Figure 1. Metal layers overlaid.
The bar under the picture is 20 um long.
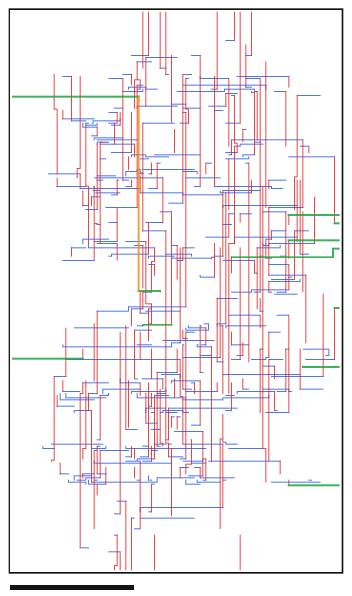
Figure 2. Sequential cells grouped by signal name.
The bar under the picture is 20 um long. Other sequential cells in the stronger gray, the rest of the logic in the fainter gray.
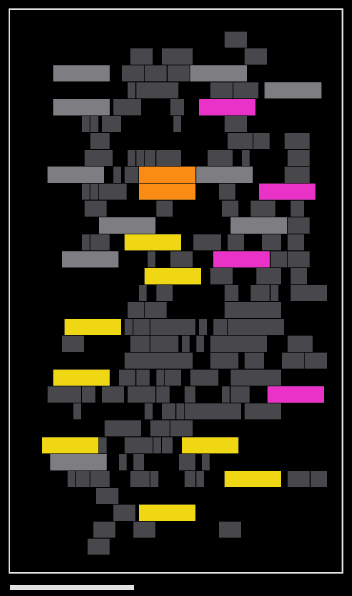
Figure 3. Logic cells by family.
The bar under the picture is 20 um long.
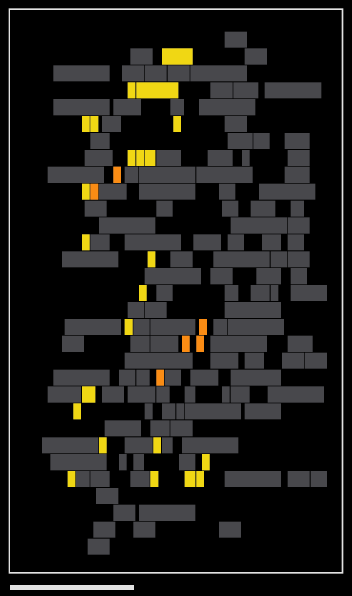
Figure 4. Cells colored by class.
The bar under the picture is 20 um long. Fill, decap, tap and diode cells in gray.
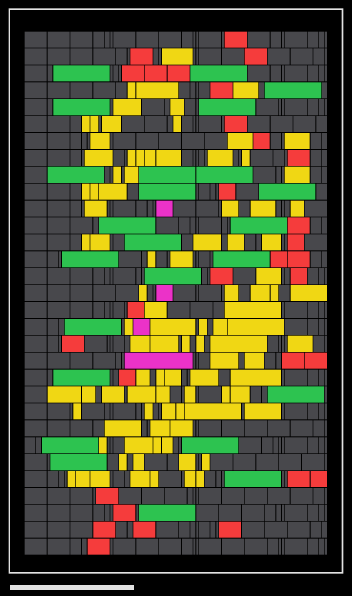
Figure 5. Placed standard cells.
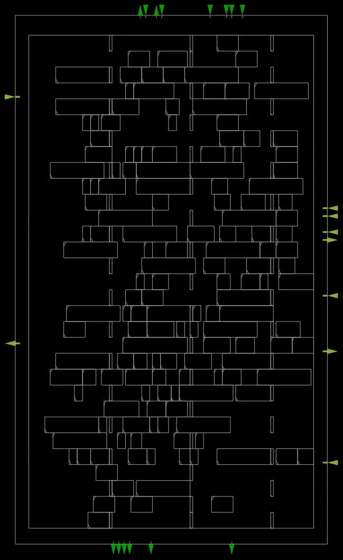
--- src/rtl/dot_acc_uint4_pkg.sv ---
// Shared definitions for the PIM integer-arithmetic dot-product stage:
// FSM encodings and the product width delivered by mul_uint4.
package dot_acc_uint4_pkg;

  typedef enum logic [1:0] {
    ST_IDLE = 2'd0,
    ST_RUN  = 2'd1,
    ST_DONE = 2'd2
  } dot_state_t;

  localparam int PROD_W = 4;

endpackage

--- src/rtl/dot_acc_uint4_mul.sv ---
// 4x4 unsigned multiplier returning only the low 4 bits of the product.
module mul_uint4 (
  input  logic [3:0] A,
  input  logic [3:0] B,
  output logic [3:0] P
);

  // Evaluated in a 4-bit context, so the product wraps modulo 16.
  assign P = A * B;

endmodule

--- src/rtl/dot_acc_uint4.sv ---
// Streaming dot product: VEC_LEN truncated 4-bit products accumulated
// modulo 2^ACC_W with a sticky carry-out flag, handed off over valid/ready.
//
// state | meaning
// IDLE  | waiting for the first operand pair of a vector
// RUN   | accepting pairs / draining the product stage
// DONE  | result presented on out_sum/out_ovf, input stalled
module dot_acc_uint4
  import dot_acc_uint4_pkg::*;
#(
  parameter int VEC_LEN = 8,
  parameter int ACC_W   = 8
) (
  input  logic             clk,
  input  logic             rst_n,
  input  logic             in_valid,
  output logic             in_ready,
  input  logic [3:0]       in_a,
  input  logic [3:0]       in_b,
  output logic             out_valid,
  input  logic             out_ready,
  output logic [ACC_W-1:0] out_sum,
  output logic             out_ovf
);

  localparam int CNT_W = $clog2(VEC_LEN + 1);

  dot_state_t         r_state;
  dot_state_t         w_state_nxt;
  logic [CNT_W-1:0]   r_cnt;
  logic [ACC_W-1:0]   r_acc;
  logic               r_ovf;
  logic               r_p_valid;
  logic [3:0]         r_a;
  logic [3:0]         r_b;

  logic [PROD_W-1:0]  w_prod;
  logic [ACC_W:0]     w_sum;
  logic               w_in_hs;
  logic               w_out_hs;
  logic               w_last;

  mul_uint4 u_mul (
    .A (r_a),
    .B (r_b),
    .P (w_prod)
  );

  assign in_ready  = (r_state != ST_DONE) && (r_cnt < CNT_W'(VEC_LEN));
  assign out_valid = (r_state == ST_DONE);
  assign out_sum   = r_acc;
  assign out_ovf   = r_ovf;

  assign w_in_hs  = in_valid && in_ready;
  assign w_out_hs = out_valid && out_ready;
  assign w_last   = r_p_valid && (r_cnt == CNT_W'(VEC_LEN));
  // The extra top bit of the sum is the carry out of the accumulator.
  assign w_sum    = {1'b0, r_acc} + {{(ACC_W - PROD_W + 1){1'b0}}, w_prod};

  always_comb begin
    w_state_nxt = r_state;
    case (r_state)
      ST_IDLE: if (w_in_hs)  w_state_nxt = ST_RUN;
      ST_RUN:  if (w_last)   w_state_nxt = ST_DONE;
      ST_DONE: if (w_out_hs) w_state_nxt = ST_IDLE;
      default:               w_state_nxt = ST_IDLE;
    endcase
  end

  always_ff @(posedge clk or negedge rst_n) begin
    if (!rst_n) begin
      r_state   <= ST_IDLE;
      r_cnt     <= '0;
      r_acc     <= '0;
      r_ovf     <= 1'b0;
      r_p_valid <= 1'b0;
      r_a       <= '0;
      r_b       <= '0;
    end else begin
      r_state   <= w_state_nxt;
      r_p_valid <= w_in_hs;
      if (w_in_hs) begin
        r_a <= in_a;
        r_b <= in_b;
      end
      if (w_out_hs) begin
        r_acc <= '0;
        r_cnt <= '0;
        r_ovf <= 1'b0;
      end else begin
        if (w_in_hs) r_cnt <= r_cnt + 1'b1;
        if (r_p_valid) begin
          r_acc <= w_sum[ACC_W-1:0];
          if (w_sum[ACC_W]) r_ovf <= 1'b1;
        end
      end
    end
  end

endmodule

--- config.mk ---
export PLATFORM = sky130hd
export DESIGN_NAME = dot_acc_uint4
export DESIGN_NICKNAME = d
export VERILOG_FILES = /design/src/rtl/dot_acc_uint4_pkg.sv /design/src/rtl/dot_acc_uint4_mul.sv /design/src/rtl/dot_acc_uint4.sv
export SDC_FILE = /design/constraint.sdc
export NUM_CORES = 1
export LEC_CHECK = 0
export ABC_CLOCK_PERIOD_IN_PS = 2900
export CAP_MARGIN = 10
export CELL_PAD_IN_SITES_DETAIL_PLACEMENT = 0
export CELL_PAD_IN_SITES_GLOBAL_PLACEMENT = 2
export CORE_ASPECT_RATIO = 1.75
export CORE_MARGIN = 2
export CORE_UTILIZATION = 32
export CTS_BUF_LIST = sky130_fd_sc_hd__clkbuf_4
export CTS_CLUSTER_SIZE = 28
export DETAILED_ROUTE_END_ITERATION = 6
export GPL_ROUTABILITY_DRIVEN = 0
export PLACE_DENSITY = 0.8
export SLEW_MARGIN = 20
export SYNTH_ARGS = -nofsm -noshare
export SYNTH_HDL_FRONTEND = slang
export SYNTH_HIERARCHICAL = 1
export SYNTH_SLANG_ARGS = --single-unit
export TNS_END_PERCENT = 100
--- constraint.sdc ---
create_clock -name clk -period 2.9 [get_ports clk]
set_clock_uncertainty 0.05 [all_clocks]
set_input_delay 0.58 -clock clk [delete_from_list [all_inputs] [get_ports clk]]
set_output_delay 0.58 -clock clk [all_outputs]
set_load 0.01 [all_outputs]
==> GITHUB_STEP_SUMMARY <==
## PnR job results

| Metric | Value |
|---|---|
| Gate power share | `63.2%` |
| WL met1 | `1.031 mm` |
| Failing checks | `negative setup slack` |
| Post-Route Setup TNS | `-0.02730 ns` |
| Post-synth top cells | `dfrtp_1, nor2_1, ha_1` |
| First-pass GRT wire length | `around 4.4 mm` |
| Min cycle time layout | `2.927 ns` |
| Setup slack after layout | `-0.02730 ns` |
| M3 GR Usage | `2.318%` |
| Main flop type | `dfrtp_1` |
| Share of layout cells above drive strength 1 | `~23%` |
| Status | `finished with violations` |
| DIE WIDTH | `~53 um` |
| Hold Path Cell Cnt | `1` |
| Total gr overflow | `0` |
| Worst hold path endpoint | `r_state[0]` |
| # H-tree levels | `1` |
| MI comb area | `807.0 um^2` |
| Vias per std cell | `4.738` |
| Num CTS Buffers | `3` |
| EDFF count, synth | `0` |
| Main power group | `combinational cells` |
| Pre-CTS WS | `-0.06538 ns` |
| Fin nets | `around 180` |
| CTS max path bufs | `2` |
| Count leader, synth | `dfrtp_1` |
| CTS tree | `yes` |
| Slew headroom | `55.51%` |
| Power per cell area | `1354 mW/mm^2` |
| Buffer-and-inverter tally for the worst setup path | `0` |
| Routed length on met3 | `89 um` |
| Die Ht | `90.44 um` |
| Final setup fails | `1` |
| Area leader, netlist | `dfrtp_1` |
| Pre-Place Util | `33.23%` |
| Diode count | `0` |
| Ys cells | `122` |
| CP max FO | `5` |
| Mapped cell area | `0.001366 mm^2` |
| Slew Limit Fails | `0` |
Back to the opening pictures, Figure 1:
orange -> M4  # wire length 31.3 um
red -> M2  # wire length 1640 um
green -> M3  # wire length 89.5 um
blue -> M1  # wire length 1030 um
GRT Util Overall: 12.45%
Vias: 957
WL per Instance: 13.84 um
Routed WL: 2.795 mm

Back to the opening pictures, Figure 2:
magenta -> r_a  # sequential cells 4
orange -> r_state  # sequential cells 2
yellow -> out_sum  # sequential cells 8
Seq. cell area: 600.6 um^2
Post-Route Utilization: 44.37%
power in sequential cells: 0.000663 W

Back to the opening pictures, Figure 3:
orange -> inv cells  # cells 6
yellow -> nor cells  # cells 23

Back to the opening pictures, Figure 4:
red -> remaining buffers and delay cells  # cells 30
magenta -> clock drivers and dummy loads  # cells 4
green -> registers  # cells 24
yellow -> remaining logic cells  # cells 95
Seq/total area: 32.92%
design area: 0.001824 mm^2

Back to the opening pictures, Figure 5:
Row Count: 31
Final Instance Count excl. Fillers: 202

## cell families (layout without fill, tap and decap cells)
| group | Yosys count | after routing | synth area share (%) |
|---|---|---|---|
| AOI/OAI and AO/OA | 10 | 10 | 5.037 |
| DFF | 24 | 24 | 43.96 |
| xor gates and xnor gates | 11 | 11 | 8.609 |
| buffers and inverters | 9 | 40 | 3.388 |
| muxes | 14 | 14 | 11.17 |
| and+or+nand+nor | 43 | 43 | 17.22 |
| adders and majority gates | 11 | 11 | 10.62 |
## layout make-up
cell class	count	area share [%]
well taps	49	3.361
clock inverters	1	1.646
flip-flops and latches	24	32.92
repair buffers	30	15.36
clock buffers	3	1.235
multi-input cells	89	44.24
inverters	6	1.235
Power figures rest on the tool's default switching activity, not on a simulated workload.
